Run 1, placed standard cells:
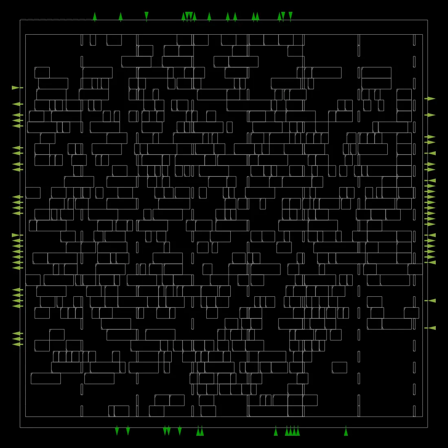
Run 1, wiring by layer:
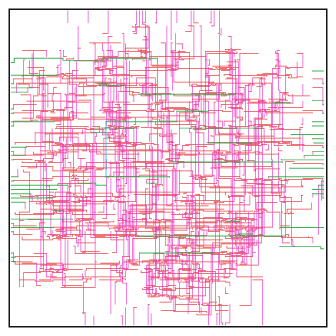
Run 1, I/O pins on the die edge:
Pins as bars across the die edge, other pins in grey.
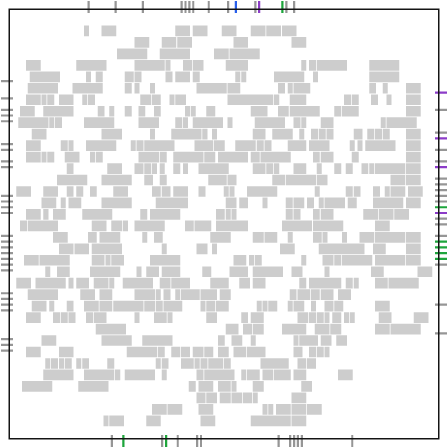
Run 1, placement by cell class:
Fill, decap, tap and diode cells in grey.
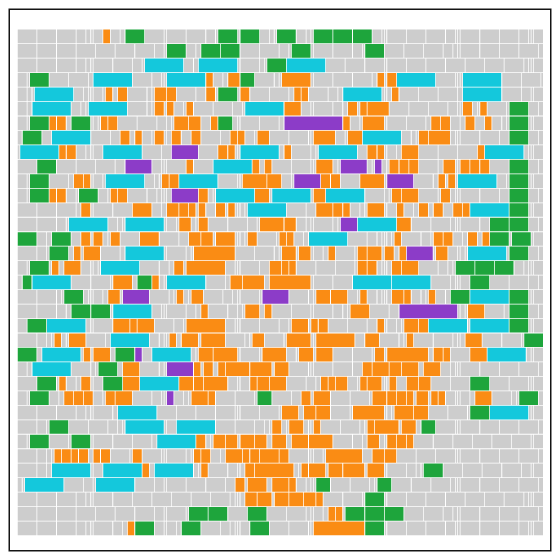
[src/rtl/alu_dec_pkg.sv]
// alu_dec_pkg: opcode table, flag masks, decode record and FSM states for the ALU decoder
package alu_dec_pkg;
  localparam int N_OP = 25;
  typedef enum logic [4:0] {
    OP_ADD, OP_ADC, OP_ADIW, OP_SUB, OP_SUBI, OP_SBC, OP_SBCI, OP_SBIW, OP_AND, OP_ANDI,
    OP_OR, OP_ORI, OP_EOR, OP_COM, OP_NEG, OP_INC, OP_DEC, OP_CP, OP_CPC, OP_CPI,
    OP_CPSE, OP_LSR, OP_ROR, OP_ASR, OP_SWAP
  } op_e;
  typedef enum logic {S_IDLE, S_W2} state_e;
  localparam int FL_C = 0;
  localparam int FL_Z = 1;
  localparam int FL_N = 2;
  localparam int FL_V = 3;
  localparam int FL_S = 4;
  localparam int FL_H = 5;
  localparam logic [7:0] FL_ARITH = 8'h3F;
  localparam logic [7:0] FL_LOGIC = 8'h1E;
  localparam logic [7:0] FL_SHIFT = 8'h1F;
  localparam logic [7:0] FL_NONE = 8'h00;
  localparam logic [15:0] M_R2 = 16'hFC00;
  localparam logic [15:0] M_IMM = 16'hF000;
  localparam logic [15:0] M_W = 16'hFF00;
  localparam logic [15:0] M_R1 = 16'hFE0F;
  // entries are indexed by op_e
  localparam logic [15:0] OP_MASK [N_OP] = '{
    M_R2, M_R2, M_W, M_R2, M_IMM, M_R2, M_IMM, M_W, M_R2, M_IMM,
    M_R2, M_IMM, M_R2, M_R1, M_R1, M_R1, M_R1, M_R2, M_R2, M_IMM,
    M_R2, M_R1, M_R1, M_R1, M_R1};
  localparam logic [15:0] OP_VAL [N_OP] = '{
    16'h0C00, 16'h1C00, 16'h9600, 16'h1800, 16'h5000, 16'h0800, 16'h4000, 16'h9700, 16'h2000, 16'h7000,
    16'h2800, 16'h6000, 16'h2400, 16'h9400, 16'h9401, 16'h9403, 16'h940A, 16'h1400, 16'h0400, 16'h3000,
    16'h1000, 16'h9406, 16'h9407, 16'h9405, 16'h9402};
  localparam logic [7:0] OP_FL [N_OP] = '{
    FL_ARITH, FL_ARITH, FL_SHIFT, FL_ARITH, FL_ARITH, FL_ARITH, FL_ARITH, FL_SHIFT, FL_LOGIC, FL_LOGIC,
    FL_LOGIC, FL_LOGIC, FL_LOGIC, FL_SHIFT, FL_ARITH, FL_LOGIC, FL_LOGIC, FL_ARITH, FL_ARITH, FL_ARITH,
    FL_NONE, FL_SHIFT, FL_SHIFT, FL_SHIFT, FL_NONE};
  typedef struct packed {
    logic hit;
    op_e op;
    logic [4:0] rd;
    logic [4:0] rr;
    logic [7:0] imm;
    logic imm_sel;
    logic wr;
    logic [7:0] fl;
  } dec_t;
endpackage

[src/rtl/alu_op_lut.sv]
// alu_op_lut: combinational opcode to operand/strobe/flag-mask lookup
module alu_op_lut
  import alu_dec_pkg::*;
(
  input  logic [15:0] inst,
  output dec_t        dec
);
  logic [15:0] msk;
  always_comb begin
    dec = '0;
    msk = '0;
    for (int i = 0; i < N_OP; i++)
      if ((inst & OP_MASK[i]) == OP_VAL[i]) begin
        dec.hit = 1'b1;
        dec.op = op_e'(5'(i));
        msk = OP_MASK[i];
      end
    dec.rd = msk == M_IMM ? {1'b1, inst[7:4]} : msk == M_W ? {2'b11, inst[5:4], 1'b0} : inst[8:4];
    dec.rr = msk == M_R2 ? {inst[9], inst[3:0]} : dec.rd;
    dec.imm = msk == M_IMM ? {inst[11:8], inst[3:0]} : msk == M_W ? {2'b00, inst[7:6], inst[3:0]} : 8'h00;
    dec.imm_sel = msk == M_IMM || msk == M_W;
    dec.wr = dec.hit && !(dec.op inside {OP_CP, OP_CPC, OP_CPI, OP_CPSE});
    dec.fl = dec.hit ? OP_FL[dec.op] : FL_NONE;
  end
endmodule

[src/rtl/alu_inst_dec.sv]
// alu_inst_dec: AVR ALU-class decoder with ADIW/SBIW two-cycle sequencing and CPSE skip
module alu_inst_dec
  import alu_dec_pkg::*;
#(
  parameter bit SKIP_EN = 1'b1,
  parameter bit ILL_NOP = 1'b1
) (
  input  logic        cp2,
  input  logic        cp2en,
  input  logic        ireset,
  input  logic [15:0] inst,
  input  logic        inst_valid,
  output logic        inst_ready,
  input  logic        cpse_eq,
  output logic        idc_add, idc_adc, idc_adiw, idc_sub, idc_subi, idc_sbc, idc_sbci,
  output logic        idc_sbiw, idc_and, idc_andi, idc_or, idc_ori, idc_eor, idc_com,
  output logic        idc_neg, idc_inc, idc_dec, idc_cp, idc_cpc, idc_cpi, idc_cpse,
  output logic        idc_lsr, idc_ror, idc_asr, idc_swap,
  output logic        adiw_st,
  output logic        sbiw_st,
  output logic [4:0]  reg_rd_adr,
  output logic [4:0]  reg_rr_adr,
  output logic [7:0]  imm,
  output logic        imm_sel,
  output logic        reg_rd_wr,
  output logic [7:0]  sreg_fl_wr_en,
  output logic        skipped,
  output logic        ill_op
);
  localparam logic [N_OP-1:0] ONE = N_OP'(1);
  dec_t dec;
  state_e state;
  logic [N_OP-1:0] strb;
  logic skip_pend, w2_sq, w2_sbiw, accept, squash;
  logic [4:0] w2_rd;
  alu_op_lut u_lut (.inst(inst), .dec(dec));
  assign {idc_swap, idc_asr, idc_ror, idc_lsr, idc_cpse, idc_cpi, idc_cpc, idc_cp, idc_dec,
          idc_inc, idc_neg, idc_com, idc_eor, idc_ori, idc_or, idc_andi, idc_and, idc_sbiw,
          idc_sbci, idc_sbc, idc_subi, idc_sub, idc_adiw, idc_adc, idc_add} = strb;
  assign inst_ready = state == S_IDLE;
  assign accept = inst_valid & inst_ready & cp2en;
  // a CPSE whose result is visible now can squash the instruction accepted in the same cycle
  assign squash = skip_pend | (idc_cpse & cpse_eq & SKIP_EN);
  always_ff @(posedge cp2)
    if (ireset) begin
      state <= S_IDLE;
      {skip_pend, w2_sq, w2_sbiw, w2_rd} <= '0;
      {strb, adiw_st, sbiw_st, reg_rd_adr, reg_rr_adr, imm, imm_sel} <= '0;
      {reg_rd_wr, sreg_fl_wr_en, skipped, ill_op} <= '0;
    end else if (cp2en) begin
      state <= S_IDLE;
      skip_pend <= squash;
      {strb, adiw_st, sbiw_st, reg_rd_adr, reg_rr_adr, imm, imm_sel} <= '0;
      {reg_rd_wr, sreg_fl_wr_en, skipped, ill_op} <= '0;
      if (state == S_W2) begin
        if (!w2_sq) begin
          strb <= ONE << (w2_sbiw ? OP_SBIW : OP_ADIW);
          adiw_st <= !w2_sbiw;
          sbiw_st <= w2_sbiw;
          reg_rd_adr <= w2_rd + 5'd1;
          reg_rr_adr <= w2_rd + 5'd1;
          imm_sel <= 1'b1;
          reg_rd_wr <= 1'b1;
          sreg_fl_wr_en <= FL_SHIFT;
        end
      end else if (accept) begin
        skip_pend <= 1'b0;
        if (dec.hit && dec.op inside {OP_ADIW, OP_SBIW}) state <= S_W2;
        w2_sq <= squash;
        w2_sbiw <= dec.op == OP_SBIW;
        w2_rd <= dec.rd;
        if (squash) skipped <= 1'b1;
        else if (!dec.hit) ill_op <= ILL_NOP;
        else begin
          strb <= ONE << dec.op;
          reg_rd_adr <= dec.rd;
          reg_rr_adr <= dec.rr;
          imm <= dec.imm;
          imm_sel <= dec.imm_sel;
          reg_rd_wr <= dec.wr;
          sreg_fl_wr_en <= dec.fl;
        end
      end
    end
endmodule
[config.mk]
export PLATFORM = sky130hd
export DESIGN_NAME = alu_inst_dec
export DESIGN_NICKNAME = d
export VERILOG_FILES = /design/src/rtl/alu_dec_pkg.sv /design/src/rtl/alu_op_lut.sv /design/src/rtl/alu_inst_dec.sv
export SDC_FILE = /design/constraint.sdc
export NUM_CORES = 1
export LEC_CHECK = 0
export CAP_MARGIN = 20
export CELL_PAD_IN_SITES_DETAIL_PLACEMENT = 0
export CELL_PAD_IN_SITES_GLOBAL_PLACEMENT = 1
export CORE_UTILIZATION = 35
export CTS_CLUSTER_DIAMETER = 80
export DETAILED_ROUTE_END_ITERATION = 6
export GPL_ROUTABILITY_DRIVEN = 0
export PLACE_DENSITY = 0.73
export SLEW_MARGIN = 20
export SYNTH_ARGS = -nofsm -noshare
export SYNTH_HDL_FRONTEND = slang
export SYNTH_SLANG_ARGS = --single-unit
[constraint.sdc]
create_clock -name cp2 -period 4.3 [get_ports cp2]
set_input_delay 0.86 -clock cp2 [delete_from_list [all_inputs] [get_ports cp2]]
set_output_delay 0.86 -clock cp2 [all_outputs]
set_load 0.02 [all_outputs]
==> run_results.csv, run 1 <==
group,metric,value,unit
status,status,"finished, final reports clean",
synthesis,ys_area,3470,um^2
critical_path,cp-startpoint,"inst[12]",
critical_path,path_cells,"clkdlybuf4s50_1, and3b_1, and2_1, a221oi_1, inv_1, ha_1, or3_1, o2111a_1, nor4_1",
cells_and_area,n_all_inverters,7,
synthesis,top_cells_by_area,"dfxtp_1 35%, a21oi_1 5.3%, nor2_1 5.3%",
grt,grt_use_met2,0.333,
synthesis,ys_seq_frac,0.352,
pwr,p_per_area,315,nW/um^2
grt,use_met3,0.0497,
drt,via_per_inst,5.34,
cells_and_area,drive_gt1_frac,0.0998,
critical_path,cp_top_family,"simple AND/OR/NAND/NOR gates",
synthesis,synthFlopType,"dfxtp_1",
cells_and_area,largest_reg_flops,25,
pwr,power_leader,"sequential cells",
drt,dr_wl_met2,4690,um
cts,cts_buffers,9,
synthesis,top_area_frac,0.352,
synthesis,yosys_cells,408,
grt,top_usage_layer,"met2",
cells_and_area,largest_class,"logic gates",
cts,clk_latency,0.34,ns
critical_path,crit_slowest_cell,"clkdlybuf4s50_1",
pwr,switchingPower,0.378,mW
cells_and_area,reg.largest.list,"strb (25), imm (8)",
cells_and_area,buffers,83,
pwr,combPwrFrac,0.172,
synthesis,synthesis.area,3470,um^2
sta,worstMarginPinSlew,1.11,ns
sta,rsz0062_at_grt,"no",
synthesis,avgSynthCellArea,8.50,um^2
cells_and_area,logic_area,1990,um^2
cells_and_area,clkCellAreaFrac,0.0492,
drt,drt_iter0_drc,156,
grt,grt_pass1_vias,3112,
synthesis,synthDistinctLibCells,78,
pwr,p_sw_frac,0.270,
cells_and_area,seq-cell-share,0.276,
cts,cts_setup_buffers,0,
sta,skew,0.0116,ns
cells_and_area,final_cell_mix,"75 x clkdlybuf4s50_1, 61 x dfxtp_1, 49 x nor2_1, 37 x a21oi_1, 34 x nand2_1",
cells_and_area,regMostFlops,"strb",
grt,grt_pass1_wl,16000,um
critical_path,reg2reg_from,"state$_SDFFE_PP0P_",
sta,timing.setup.tns,0,ns
critical_path,cp-start-kind,"input pin",
cells_and_area,nClkBuffers,13,
cells_and_area,lay_top_count,"clkdlybuf4s50_1",
floorplanning,ios,79,
critical_path,slowest_delay,0.64,ns
drt,first_pass_iters,5,
synthesis,synthCells,408,
drt,drt-met1-wl,4620,um
sta,fmax,287,MHz
drt,wl_met3,614,um
drt,drc_errors,0,
grt,grt.overflow.total,0,
drt,ant_nets,0,
cells_and_area,sh_comb_area,0.450,
pwr,pg_seq,0.591,mW
pwr,p_int,1.02,mW
cells_and_area,flop_area,1220,um^2
critical_path,endpoint,"reg_rd_wr$_SDFFE_PP0P_",
critical_path,path_buffers,2,
cts,clkSlewWorstSetupHoldPaths,0.07,ns
cts,root_buffer,"clkbuf_8",
worst_hold_path,hp-class,"reg -> reg",
cts,cts-htree-levels,3,
synthesis,yosysWarnings,0,
critical_path,critPathKind,"in -> reg",
sta,relSlewSlack,0.256,
synthesis,adder_share,0.0217,
pwr,p_leak,1.56,nW
synthesis,mux_share,0.0126,
critical_path,r2r-end,"reg_rr_adr[1]$_SDFFE_PP0P_",
pwr,finalPower,1.40,mW
sta,fin_crit_sh,0.812,
sta,drv_slew,0,
pwr,comb_cell_power,0.240,mW
cts,cts_num_sinks,61,
cells_and_area,syn_to_final_growth,27.7,%
critical_path,rr_worst_depth,6,
synthesis,synthAoiAreaFrac,0.288,
worst_hold_path,min_to,"imm[6]$_SDFFE_PP0P_",
cells_and_area,finalNetCount,493,
cells_and_area,final-nonclk-buf-share,0.183,
synthesis,synthTopLogicFamily,"AND-OR/OR-AND gates",
pwr,clk-power,0.566,mW
critical_path,crit_fanout,14,
synthesis,async_reset_ff_frac,0,
critical_path,arrival,3.73,ns
pwr,clockPowerShare,0.405,
cts,clock_path_buffers,2,
synthesis,ys_sh_simple,0.235,
synthesis,ys_ff,61,
pwr,peakVddDrop,0.000160,V
floorplanning,dieArea,10300,um^2
cells_and_area,logic_gate_count,304,
drt,top_layer_used,"met4",
sta,hold_viol,0,
Notes on 'placed standard cells' above:
Placeable Area: 9420 um^2
FF+latch count: 61
Fillers: 937
Final Util: 0.470
Tap Cells: 129

Notes on 'wiring by layer' above:
met2: shown in magenta, wire length 4690 um. met1: shown in red, wire length 4620 um. met4: shown in cyan, wire length 57.8 um. met3: shown in green, wire length 615 um.
All-Layer GR Usage: 0.202
DR WL/cell: 16.6 um
drt total wl: 9980 um
DR vias: 3206

Notes on 'I/O pins on the die edge' above:
imm_sel: shown in blue, pins 1, direction output, edge top. reg_rd_adr: shown in purple, pins 5, direction output, edge 4 right, 1 top. imm: shown in green, pins 8, direction output, edge 5 right, 2 bottom, 1 top.
All pins by edge: 27 left, 24 right, 15 top, 13 bottom.
port buffer count: 76
die span in x: 102 um
Die H: 102 um

Notes on 'placement by cell class' above:
all other logic: shown in orange, cells 311, share of their area 47%. flip-flops: shown in cyan, cells 61, share of their area 29%. clock drivers and dummy loads: shown in purple, cells 16, share of their area 5.1%. other buffers and delay cells: shown in green, cells 83, share of their area 19%.
row cnt: 35
post-route cell area: 4430 um^2

## run 1: per-stage QoR
step | cells | area, um^2 | hold slack (ns) | setup WS, ns
2_1_floorplan | 409 | 3470 | 0.448 | 1.14
3_3_place_gp | 584 | 4210 | 0.454 | 0.606
3_5_place_dp | 584 | 4210 | 0.455 | 0.473
4_1_cts | 600 | 4430 | 0.472 | 0.802
5_1_grt | 600 | 4430 | 0.490 | 0.573
6_report | 600 | 4430 | 0.468 | 0.810
## run 1: cells by family (layout without fill, tap and decap cells)
group                    Yosys count  after routing
AND-OR/OR-AND                    126            126
XOR/XNOR                           6              6
adder cells (fa/ha/maj)            6              6
buffers and inverters             44            106
flip-flops                        61             61
multiplexers                       4              4
other                              1              2
AND/OR/NAND/NOR                  160            160
Run 1, clock wires, drivers and flops:
The bar under the picture is 20 um long.
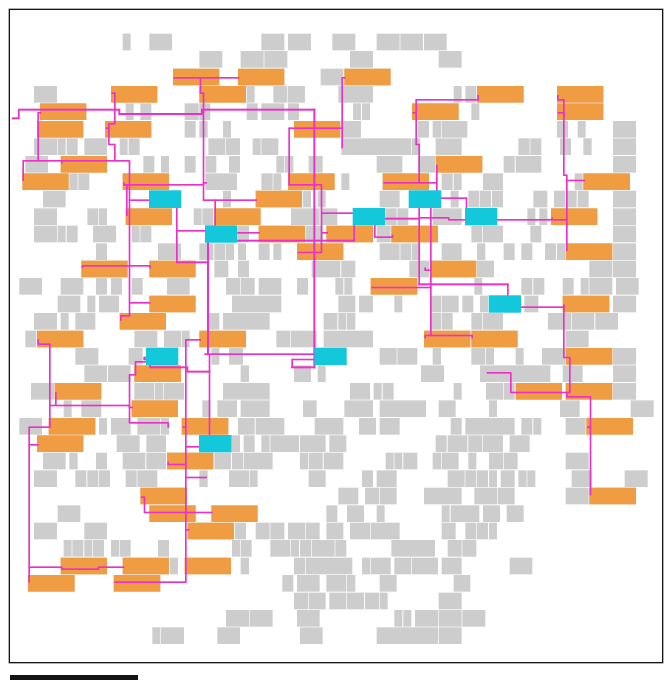

==> run 2: changes to the inputs <==
Settings changed: CORE_UTILIZATION 35 to 34, PLACE_DENSITY 0.73 to 0.74.
Clock period 4.3 ns to 2.82 ns, I/O delays scaled along.
Run 2, clock wires, drivers and flops:
The bar under the picture is 20 um long.
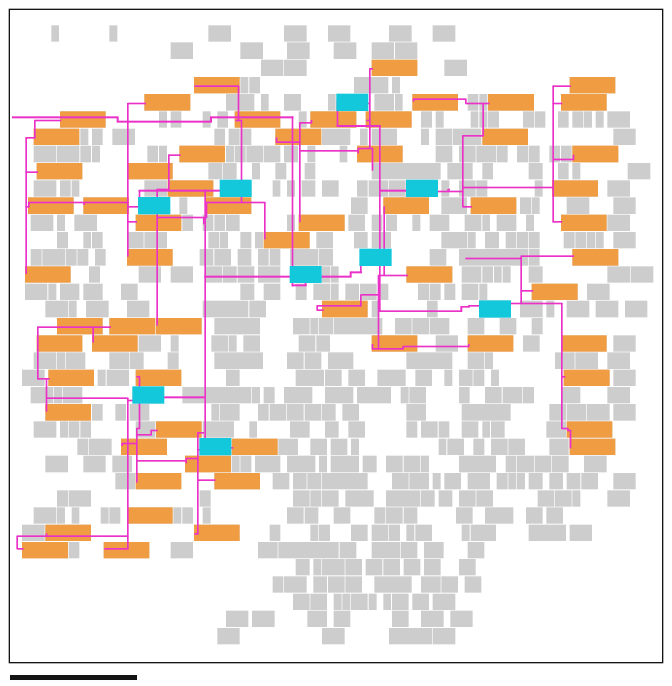
flip-flops: shown in orange, count 61. clock wires: shown in magenta, length 812 um. cells driving clock nets: shown in cyan, count 9.
There are 10 routed clock nets.
clk_lat worst skew: 0.34 ns
Max Clock Skew: 0.00763 ns
P_clk: 0.852 mW
Clock power frac: 0.387

==> run 2 against run 1 <==
  * Clock skew fell by 0.0040 ns
  * Critical path depth is 1 higher
  * Sequential share of layout area shrank 3.0 points
  * Cell area rose by 12%
  * Die size rose by 2.9%
  * Sequential power up 52%
  * Count of clock-buffer cells in the layout fell by 2
  * Via count rose by 7.8%
  * Power is 58% higher
  * Non-clock buffer count grew 65
  * Global-route usage up 0.88 points
  * Critical path type unchanged
  * Largest cell class unchanged
==> run_results.csv, run 2 <==
group,metric,value,unit
synthesis,avgSynthCellArea,8.50,um^2
pwr,p_sw_frac,0.270,
synthesis,synthesis.area,3470,um^2
grt,top_usage_layer,"met2",
critical_path,cp-startpoint,"inst[3]",
cells_and_area,finalNetCount,558,
sta,rsz0062_at_grt,"yes",
sta,drv_slew,0,
status,status,"finished, final reports clean",
synthesis,mux_share,0.0126,
cts,cts_tree,"yes",
critical_path,cp-start-kind,"input pin",
cells_and_area,flop_area,1220,um^2
critical_path,endpoint,"sreg_fl_wr_en[5]$_SDFFE_PP0P_",
cells_and_area,regMostFlops,"strb",
placement,portBuffers,76,
cts,cts_num_sinks,61,
synthesis,top_area_frac,0.352,
synthesis,yosysWarnings,0,
synthesis,synthAoiAreaFrac,0.288,
cells_and_area,lay_top_count,"clkdlybuf4s50_1",
synthesis,ys_ff,61,
synthesis,most_common_cell,"dfxtp_1",
cts,cts-htree-levels,3,
sta,relSlewSlack,0.542,
pwr,combPwrFrac,0.204,
cts,clock_path_buffers,2,
cells_and_area,n_all_inverters,7,
drt,drt-met1-wl,4920,um
drt,via_per_inst,5.17,
floorplanning,dieArea,10600,um^2
drt,wirelength,10600,um
cells_and_area,fin_area,4970,um^2
critical_path,critPathCaptureType,"register",
critical_path,arrival,2.94,ns
drt,via_count,3455,
placement,place_hpwl,7940,um
grt,grt_pass1_wl,17200,um
pwr,p_int,1.61,mW
sta,fmax,372,MHz
cells_and_area,logic_gate_count,304,
placement,placed_cell_area,4720,um^2
worst_hold_path,hp-class,"reg -> reg",
cells_and_area,final-nonclk-buf-share,0.264,
synthesis,yosys_cells,408,
critical_path,reg2reg_from,"strb[20]$_SDFFE_PP0P_",
synthesis,top_cells_by_area,"dfxtp_1 35%, a21oi_1 5.3%, nor2_1 5.3%",
synthesis,ys_sh_simple,0.235,
drt,drt_iter0_drc,121,
cells_and_area,largest_reg_flops,25,
cells_and_area,largest_class,"logic gates",
placement,dp.cells,653,
sta,holdWs,0.465,ns
sta,fin_crit_sh,0.953,
cells_and_area,syn_to_final_growth,43.2,%
cells_and_area,drive_gt1_frac,0.222,
pwr,p_per_area,443,nW/um^2
cells_and_area,final_cell_mix,"74 x clkdlybuf4s50_1, 71 x buf_4, 61 x dfxtp_1, 48 x nor2_1, 37 x a21oi_1",
floorplanning,die_w,103,um
cts,clkSlewWorstSetupHoldPaths,0.07,ns
drt,dr_wl_met2,5050,um
cells_and_area,buffers,148,
critical_path,rr_worst_depth,6,
synthesis,synthFlopType,"dfxtp_1",
floorplanning,core_area,9820,um^2
cells_and_area,clkCellAreaFrac,0.0431,
cells_and_area,logic_area,2030,um^2
critical_path,crit_fanout,4,
cts,root_buffer,"clkbuf_8",
floorplanning,rows,36,
synthesis,synthDistinctLibCells,78,
grt,grt_use_met2,0.359,
cells_and_area,stdcell_count,668,
cells_and_area,fill_cells,1012,
cells_and_area,reg.largest.list,"strb (25), imm (8)",
pwr,switchingPower,0.595,mW
pwr,peakVddDrop,0.000272,V
critical_path,critPathKind,"in -> reg",
critical_path,slowest_delay,0.47,ns
synthesis,synthCells,408,
critical_path,r2r-end,"reg_rd_adr[1]$_SDFFE_PP0P_",
drt,ant_nets,0,
synthesis,ys_sh_xor,0.0152,
drt,wl_met3,558,um
floorplanning,fp.dieH,103,um
grt,use_met3,0.0502,
cts,cts_buffers,9,
critical_path,path_cells,"clkdlybuf4s50_1, or2_1, o41ai_2, nand2_1, o31a_1, buf_4, ha_1, a2111oi_2, a21boi_0, a211oi_1",
worst_hold_path,min_to,"imm[6]$_SDFFE_PP0P_",
pwr,pg_seq,0.900,mW
drt,top_layer_used,"met4",
sta,hold_viol,0,
grt,grt_pass1_vias,3503,
sta,worstMarginPinSlew,0.686,ns
synthesis,async_reset_ff_frac,0,
drt,wl_per_cell,15.9,um
synthesis,synthTopLogicFamily,"AND-OR/OR-AND gates",
floorplanning,ios,79,
pwr,comb_cell_power,0.449,mW
synthesis,ys_area,3470,um^2
critical_path,r2r_slack,0.86,ns
synthesis,adder_share,0.0217,
drt,drc_errors,0,
critical_path,cp_top_family,"AND-OR/OR-AND gates",
critical_path,path_buffers,2,
cells_and_area,seq_cells,61,
synthesis,ys_seq_frac,0.352,
drt,first_pass_iters,4,
pwr,p_leak,1.90,nW
grt,grtUsageTotal,0.211,
grt,grt.overflow.total,0,
cells_and_area,sh_comb_area,0.408,
Run 2, placed standard cells:
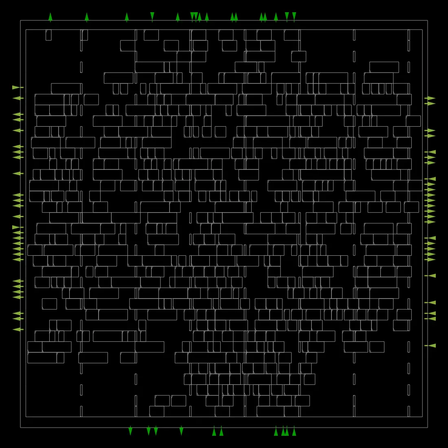
Seq area share: 0.246
Tap Cells: 133

run 2: cell types whose count changed in the layout (fill, tap and decap cells not counted), sizes merged:
| cell | previous run | this run |
|---|---|---|
| dlymetal6s2s | 0 | 1 |
| clkinvlp | 0 | 1 |
| buf | 8 | 73 |
| clkdlybuf4s50 | 75 | 74 |
| clkbuf | 13 | 11 |
run 2: timing repair:
item	4_1_cts	5_1_grt
setup endpoints to repair	1	3
resized	2	4
buffers inserted	0	0
run 2: stage by stage:
| stage | utilization | power, mW | setup WS (ns) |
|---|---|---|---|
| floorplan | - | 1.17 | 0.109 |
| global placement | 0.481 | 1.36 | -0.199 |
| detailed placement | 0.481 | 1.36 | -0.382 |
| CTS | 0.503 | 2.22 | 0.0200 |
| global route | 0.506 | 2.29 | -0.0349 |
| finish | 0.506 | 2.20 | 0.133 |
Run 2, wiring by layer:
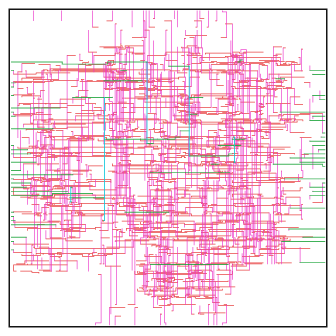

==> run 3: changes to the inputs <==
Settings changed: CORE_MARGIN set to 3.
Run 3, wiring by layer:
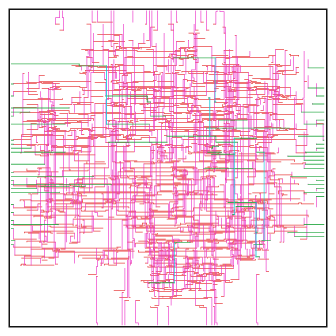
met1: shown in red, wire length 4970 um. met2: shown in magenta, wire length 5000 um. met3: shown in green, wire length 596 um. met4: shown in cyan, wire length 135 um.
DR WL/cell: 16.1 um
DR vias: 3430
All-Layer GR Usage: 0.194
drt total wl: 10700 um

Run 3, clock wires, drivers and flops:
The bar under the picture is 20 um long.
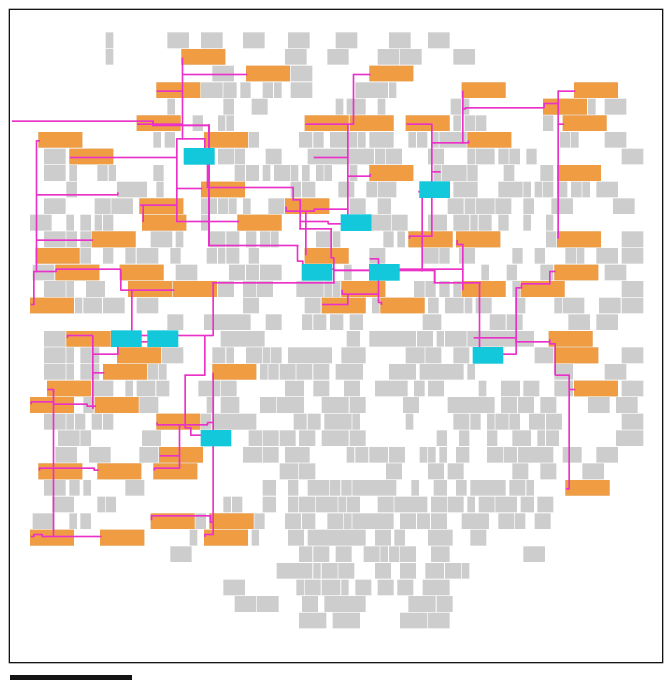
flip-flops: shown in orange, count 61. cells driving clock nets: shown in cyan, count 9. clock wires: shown in magenta, length 853 um.
There are 10 routed clock nets.
P_clk: 0.854 mW
Max Clock Skew: 0.00808 ns
Clock power frac: 0.389

==> run 3 against run 2 <==
  * Clock skew hardly changed
  * Wire length is 0.57% higher
  * Register-to-register slack better by 0.27 ns
  * Cell count is 0.75% lower
  * Global-route usage is 1.8 points lower
  * Clock power hardly changed
  * Cell area is 0.45% lower
  * Critical path type unchanged
  * Critical endpoint unchanged
==> run_results.csv, run 3 <==
group,metric,value,unit
status,status,"finished, final reports clean",
drt,drc_errors,0,
synthesis,mux_share,0.0126,
grt,use_met3,0.0578,
grt,grt_pass1_wl,17900,um
cts,cts_resized,1,
critical_path,crit_fanout,4,
floorplanning,rows,36,
synthesis,most_common_cell,"dfxtp_1",
cells_and_area,fin_area,4940,um^2
synthesis,synthCells,408,
critical_path,critPathCaptureType,"register",
synthesis,ys_area,3470,um^2
sta,layout_setup_ws,0.116,ns
grt,grt.overflow.total,0,
cts,clock_path_buffers,2,
cts,cts_setup_buffers,0,
placement,portBuffers,76,
cells_and_area,regMostFlops,"strb",
synthesis,ys_sh_xor,0.0152,
critical_path,r2r-end,"sreg_fl_wr_en[5]$_SDFFE_PP0P_",
cells_and_area,stdcell_count,663,
placement,dp.cells,647,
critical_path,rr_worst_depth,7,
drt,drt_iter0_drc,169,
sta,drv_slew,0,
cells_and_area,finalNetCount,553,
grt,grt_pass1_vias,3553,
pwr,p_int,1.60,mW
drt,via_per_inst,5.17,
sta,rsz0062_at_grt,"yes",
pwr,finalPower,2.19,mW
synthesis,synthDistinctLibCells,78,
grt,top_usage_layer,"met2",
drt,wl_met3,596,um
pwr,switchingPower,0.595,mW
placement,placed_cell_area,4680,um^2
cells_and_area,syn_to_final_growth,42.6,%
synthesis,top_area_frac,0.352,
synthesis,synthesis.area,3470,um^2
cts,cts-htree-levels,3,
synthesis,ys_seq_frac,0.352,
floorplanning,ios,79,
worst_hold_path,hp-class,"reg -> reg",
critical_path,arrival,2.94,ns
sta,hold_viol,0,
synthesis,async_reset_ff_frac,0,
synthesis,avgSynthCellArea,8.50,um^2
cells_and_area,final_util,0.501,
grt,grt_use_met2,0.312,
sta,relSlewSlack,0.592,
synthesis,yosysWarnings,0,
floorplanning,core_area,9860,um^2
pwr,p_per_area,444,nW/um^2
floorplanning,fp.dieH,107,um
cells_and_area,largest_reg_flops,25,
cts,cts_tree,"yes",
placement,dp_slack,-0.353,ns
placement,place_hpwl,8000,um
cts,cts_buffers,9,
cells_and_area,drive_gt1_frac,0.215,
drt,dr_wl_met2,5000,um
cts,clk_latency,0.34,ns
drt,drt-met1-wl,4970,um
pwr,peakVddDrop,0.000389,V
critical_path,critPathKind,"in -> reg",
cells_and_area,final_cell_mix,"69 x clkdlybuf4s50_1, 66 x buf_4, 61 x dfxtp_1, 48 x nor2_1, 37 x a21oi_1",
critical_path,endpoint,"sreg_fl_wr_en[5]$_SDFFE_PP0P_",
drt,ant_nets,0,
cts,clkSlewWorstSetupHoldPaths,0.06,ns
pwr,p_leak,1.92,nW
cells_and_area,lay_top_count,"clkdlybuf4s50_1",
drt,first_pass_iters,4,
critical_path,cp-startpoint,"inst[3]",
cts,cts_num_sinks,61,
synthesis,synthTopLogicFamily,"AND-OR/OR-AND gates",
pwr,pg_seq,0.901,mW
critical_path,reg2reg_from,"state$_SDFFE_PP0P_",
floorplanning,dieArea,11400,um^2
cells_and_area,reg.largest.list,"strb (25), imm (8)",
synthesis,top_cells_by_area,"dfxtp_1 35%, a21oi_1 5.3%, nor2_1 5.3%",
floorplanning,die_w,107,um
drt,top_layer_used,"met4",
synthesis,ys_ff,61,
-- run 3: cell counts after synthesis --
No cell type changed its count.
-- run 3: layout make-up --
cell class	instances	area, um^2
Clock buffer	11	141
Clock inverter	4	72.6
Fill cell	950	4920
Inverter	7	26.3
Multi-Input combinational cell	304	2030
Sequential cell	61	1220
Tap cell	133	166
Timing Repair Buffer	143	1290
-- run 3: critical path, stage by stage --
cell             delay, ns
clkdlybuf4s50_1       0.46
or2_1                 0.28
o41ai_2               0.37
nand2_1               0.10
o31a_1                0.14
buf_4                 0.15
ha_1                  0.22
a2111oi_2             0.32
a21boi_0              0.14
a211oi_1              0.21
Power and IR drop assume default switching activity.
